**src/rtl/alu_pkg.sv**
```systemverilog
// Shared types for the execute stage: opcodes, FSM states and the shift kinds
// carried by the iterative shifter.
package alu_pkg;

    localparam int XLEN = 32;

    typedef enum logic [3:0] {
        OP_ADD    = 4'd0,
        OP_SUB    = 4'd1,
        OP_AND    = 4'd2,
        OP_OR     = 4'd3,
        OP_XOR    = 4'd4,
        OP_SLT    = 4'd5,
        OP_SLTU   = 4'd6,
        OP_SLL    = 4'd7,
        OP_SRL    = 4'd8,
        OP_SRA    = 4'd9,
        OP_PASS_A = 4'd10,
        OP_PASS_B = 4'd11
    } alu_op_e;

    typedef enum logic {
        IDLE  = 1'b0,
        SHIFT = 1'b1
    } alu_state_e;

    typedef enum logic [1:0] {
        SK_SLL = 2'd0,
        SK_SRL = 2'd1,
        SK_SRA = 2'd2
    } shift_kind_e;

endpackage

```
**src/rtl/alu_stage_iter_shifter.sv**
```systemverilog
// Multi-cycle shifter: moves the accumulator by at most STEP bits per step and
// flags the step that consumes the last remaining bits.
module iter_shifter
    import alu_pkg::*;
#(
    parameter int WIDTH = 32,
    parameter int STEP  = 1
) (
    input  logic             clk,
    input  logic             rst_n,
    input  logic             load,
    input  logic             step,
    input  shift_kind_e      kind_in,
    input  logic [WIDTH-1:0] data,
    input  logic [4:0]       shamt,
    output logic [WIDTH-1:0] value,
    output logic             done
);

    // Six bits so that STEP=32 is representable in the compare.
    localparam int CW = 6;

    logic [WIDTH-1:0] acc;
    logic [CW-1:0]    rem;
    shift_kind_e      kind;
    logic [CW-1:0]    amt;

    always_comb begin
        amt = (rem > CW'(STEP)) ? CW'(STEP) : rem;
        case (kind)
            SK_SLL:  value = acc << amt;
            SK_SRL:  value = acc >> amt;
            default: value = $signed(acc) >>> amt;
        endcase
        done = (rem <= CW'(STEP));
    end

    always_ff @(posedge clk) begin
        if (!rst_n) begin
            acc  <= '0;
            rem  <= '0;
            kind <= SK_SLL;
        end else if (load) begin
            acc  <= data;
            rem  <= CW'(shamt);
            kind <= kind_in;
        end else if (step) begin
            acc  <= value;
            rem  <= rem - amt;
        end
    end

endmodule

```
**src/rtl/alu_stage.sv**
```systemverilog
// Execute stage: single-cycle ALU ops plus an iterative shifter that stalls the
// front of the pipe while busy. All outputs are registered except stall.
module alu_stage #(
    parameter int XLEN       = alu_pkg::XLEN,
    parameter int SHIFT_STEP = 1
) (
    input  logic            clk,
    input  logic            rst_n,
    input  logic            clk_enable,
    input  logic            op_valid,
    input  logic [3:0]      alu_op,
    input  logic [XLEN-1:0] pre_alu_a,
    input  logic [XLEN-1:0] pre_alu_b,
    output logic [XLEN-1:0] alu_result,
    output logic            result_valid,
    output logic            result_zero,
    output logic            stall
);
    import alu_pkg::*;

    alu_state_e      state;
    alu_op_e         op;
    logic [4:0]      shamt;
    logic            is_shift;
    logic            start_shift;
    shift_kind_e     sh_kind;
    logic [XLEN-1:0] comb_res;
    logic [XLEN-1:0] sh_value;
    logic            sh_done;
    logic            sh_load;
    logic            sh_step;

    always_comb begin
        op       = alu_op_e'(alu_op);
        shamt    = pre_alu_b[4:0];
        is_shift = (op == OP_SLL) || (op == OP_SRL) || (op == OP_SRA);
        sh_kind  = (op == OP_SLL) ? SK_SLL : (op == OP_SRL) ? SK_SRL : SK_SRA;
        // Zero-amount shifts fall through here and complete in one cycle.
        comb_res = '0;
        case (op)
            OP_ADD:    comb_res = pre_alu_a + pre_alu_b;
            OP_SUB:    comb_res = pre_alu_a - pre_alu_b;
            OP_AND:    comb_res = pre_alu_a & pre_alu_b;
            OP_OR:     comb_res = pre_alu_a | pre_alu_b;
            OP_XOR:    comb_res = pre_alu_a ^ pre_alu_b;
            OP_SLT:    comb_res = XLEN'($signed(pre_alu_a) < $signed(pre_alu_b));
            OP_SLTU:   comb_res = XLEN'(pre_alu_a < pre_alu_b);
            OP_SLL:    comb_res = pre_alu_a << shamt;
            OP_SRL:    comb_res = pre_alu_a >> shamt;
            OP_SRA:    comb_res = $signed(pre_alu_a) >>> shamt;
            OP_PASS_A: comb_res = pre_alu_a;
            OP_PASS_B: comb_res = pre_alu_b;
            default:   comb_res = '0;
        endcase
    end

    assign start_shift = op_valid && is_shift && (shamt != 5'd0);
    assign sh_load     = clk_enable && (state == IDLE) && start_shift;
    assign sh_step     = clk_enable && (state == SHIFT);
    assign stall       = (state == SHIFT);

    iter_shifter #(
        .WIDTH (XLEN),
        .STEP  (SHIFT_STEP)
    ) u_shifter (
        .clk     (clk),
        .rst_n   (rst_n),
        .load    (sh_load),
        .step    (sh_step),
        .kind_in (sh_kind),
        .data    (pre_alu_a),
        .shamt   (shamt),
        .value   (sh_value),
        .done    (sh_done)
    );

    always_ff @(posedge clk) begin
        if (!rst_n) begin
            state        <= IDLE;
            alu_result   <= '0;
            result_valid <= 1'b0;
            result_zero  <= 1'b1;
        end else if (clk_enable) begin
            result_valid <= 1'b0;
            case (state)
                IDLE: begin
                    if (start_shift) begin
                        state <= SHIFT;
                    end else if (op_valid) begin
                        alu_result   <= comb_res;
                        result_zero  <= (comb_res == '0);
                        result_valid <= 1'b1;
                    end
                end
                SHIFT: begin
                    if (sh_done) begin
                        alu_result   <= sh_value;
                        result_zero  <= (sh_value == '0);
                        result_valid <= 1'b1;
                        state        <= IDLE;
                    end
                end
                default: state <= IDLE;
            endcase
        end
    end

endmodule

```
**config.mk**
```make
export PLATFORM = sky130hd
export DESIGN_NAME = alu_stage
export DESIGN_NICKNAME = d
export VERILOG_FILES = /design/src/rtl/alu_pkg.sv /design/src/rtl/alu_stage_iter_shifter.sv /design/src/rtl/alu_stage.sv
export SDC_FILE = /design/constraint.sdc
export NUM_CORES = 1
export LEC_CHECK = 0
export ABC_AREA = 1
export ABC_CLOCK_PERIOD_IN_PS = 6400
export CELL_PAD_IN_SITES_DETAIL_PLACEMENT = 2
export CELL_PAD_IN_SITES_GLOBAL_PLACEMENT = 2
export CORE_ASPECT_RATIO = 1.4
export CORE_MARGIN = 2
export CORE_UTILIZATION = 33
export DETAILED_ROUTE_END_ITERATION = 8
export HOLD_SLACK_MARGIN = 0.02
export PLACE_DENSITY = 0.89
export SLEW_MARGIN = 20
export SYNTH_ARGS = -nofsm -noshare
export SYNTH_HDL_FRONTEND = slang
export SYNTH_HIERARCHICAL = 1
export SYNTH_SLANG_ARGS = --single-unit
```
**constraint.sdc**
```tcl
create_clock -name clk -period 6.4 [get_ports clk]
set_input_delay 1.28 -clock clk [delete_from_list [all_inputs] [get_ports clk]]
set_output_delay 1.28 -clock clk [all_outputs]
set_load 0.005 [all_outputs]
```
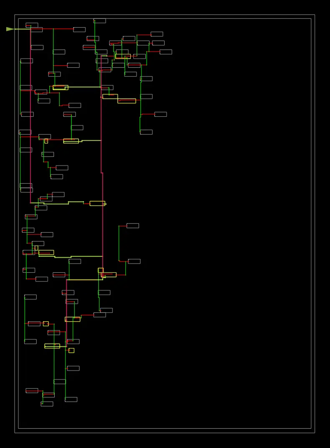
final_clocks.png
Worst Skew: 0.0103 ns
CTS Sinks: 75
Clock Power: 0.546 mW
Seq cells: 75
clk_lat worst skew: 0.37 ns

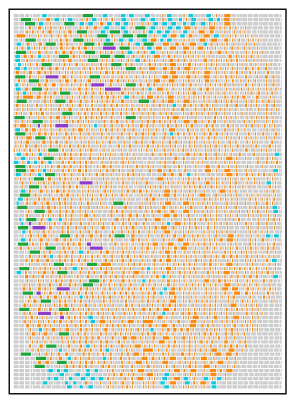
cell_classes.png
(1.5 px per micron) Fill, decap, tap and diode cells in gray.
[cyan] other buffers and delay cells | cells: 154
[green] flip-flops | cells: 75
[purple] clock drivers and dummy loads | cells: 15
[orange] all other logic | cells: 2,604

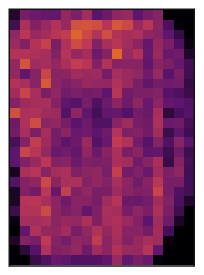
density.png
(1 px per micron) 18 x 26 tiles, from black (low) to pale yellow (high), 0 to 100% covered.
nearly empty tiles: 4.7%
fullest tile: 65%
emptiest ninth of the die: lower right
mean over tiles: 34%

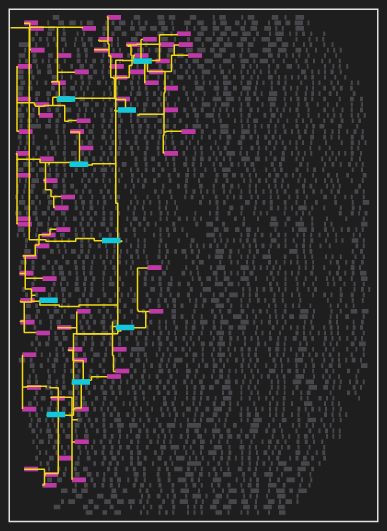
clock_map.png
(2 px per micron)
[cyan] cells driving clock nets | count: 9
[magenta] flip-flops | count: 75
[yellow] clock wires | length: 1,540 microns
routed clock nets: 10

==> layer usage <==
layer / share of wire, % / global-route usage (%) / vias to the layer above
li1: - / - / 9286
met5: 0 / 0 / -
met1: 35 / 41.7 / 10400
met4: 12 / 40.3 / 0
met3: 5.3 / 5.32 / 482
met2: 48 / 69.8 / 897
==> critical path, delay by kind of cell <==
family,cells,cell delay (ns)
adders and majority gates,1,0.48
and+or+nand+nor,17,2.52
buffers and inverters,3,1.10
==> metrics by stage <==
step / util (%) / cells / area (sq um) / hold WS, ns
after floorplan: - / 2819 / 14900 / 0.455
after global placement: 36.3 / 3397 / 16300 / 0.456
after detailed placement: 36.3 / 3397 / 16300 / 0.482
after CTS: 36.9 / 3412 / 16500 / 0.472
after global routing: 37.0 / 3413 / 16500 / 0.512
final: 37.0 / 3413 / 16500 / 0.472
==> synthesized netlist by cell type (all sizes together), types with 33 or more instances <==
master / n
nand3: 497
nand4: 45
nor2: 275
o211ai: 34
nand2: 865
inv: 340
buf: 97
dfxtp: 75
a22oi: 33
a21oi: 148
o21ai: 123
clkbuf: 43
ha: 105
==> power by group through the flow <==
stage | Combinational [mW] | Clock (mW) | Sequential [mW]
floorplan | 0.745 | 0 | 0.510
global placement | 1.22 | 0 | 0.522
detailed placement | 1.28 | 0 | 0.523
CTS | 1.29 | 0.554 | 0.513
global route | 1.42 | 0.563 | 0.514
finish | 1.33 | 0.546 | 0.515
==> kinds of logic after synthesis <==
| logic type | Yosys count |
|---|---|
| xor gates and xnor gates | 1 |
| AOI/OAI and AO/OA | 391 |
| adders and majority gates | 107 |
| and+or+nand+nor | 1761 |
| buffers and inverters | 484 |
| DFF | 75 |
==> state kept, by name, summed over array words and instances (netlist names) <==
signal          count
result_valid        1
stall               1
u_shifter/kind      2
result_zero         1
u_shifter/rem       6
u_shifter/acc      32
alu_result         32
==> impl_metrics.env <==
# implementation run metrics
export IMPL_xor_area_share_pct=0.0588
export IMPL_top_logic_kind="simple AND/OR/NAND/NOR gates"
export IMPL_r2r_slack_ns=2.91
export IMPL_reg2reg_from="u_shifter/kind[1]$_SDFFE_PN0P_"
export IMPL_yosysTopAreaCellShare_pct=21.3
export IMPL_place_congestion=1.06
export IMPL_cts_hold_buffers_added=0
export IMPL_reg2reg_depth=12
export IMPL_internal_power_mw=1.15
export IMPL_synth_largest_area_cell="nand2_1"
export IMPL_antenna_found_initial=1
export IMPL_taps=564
export IMPL_status="finished, final reports clean"
export IMPL_critPathRequiredTime_ns=6.72
export IMPL_path_cells="clkdlybuf4s50_1 > inv_1 > ha_1 > nand2_1 > nor2_2 > inv_1 > nor2_1 > nand2_1 > nand2_1 > nand2_1 > nand3_1 > nand2_1 > nor2_1 > nand2_1 > nor2_1 > nand3_1 > nor2_1 > nand2_1 > nand2_1 > nand2_1 > nand2_1"
export IMPL_slew_headroom_pct=39.4
export IMPL_seqPwrFrac_pct=21.6
export IMPL_clockBufferDepth=2
export IMPL_die_h_microns=255
export IMPL_seqAreaFraction_pct=9.07
export IMPL_hold_path_endpoint="alu_result[26]$_SDFFE_PN0P_"
export IMPL_fin_nets=3023
export IMPL_finalCritPeriodShare_pct=79.2
export IMPL_wl_per_cell_microns=28.4
export IMPL_layout_top_cell="nand2_1"
export IMPL_die_area_sq_um=46900
export IMPL_drt_iter0_markers=1308
export IMPL_cpPeakStageDelay_ns=0.84
export IMPL_synth_nets=2998
export IMPL_startpoint="pre_alu_a[12]"
export IMPL_rr_endpoint="result_zero$_SDFFE_PN1P_"
export IMPL_core_area_sq_um=44800
export IMPL_fillers=5906
export IMPL_fmax_mhz=197
export IMPL_ys_sh_simple_pct=51.7
export IMPL_finalWirelength_mm=97.1
export IMPL_ant_nets=0
export IMPL_rows=92
export IMPL_avgSynthCellArea_sq_um=5.28
export IMPL_tightest_slew_ns=0.899
export IMPL_critical_path_arrival_ns=5.39
export IMPL_warnings=98
export IMPL_yosysCellCount=2819
export IMPL_critPathCaptureType="flip-flop"
export IMPL_ys_async_sr_fraction_pct=0
Power is estimated from default activity; no workload was simulated.
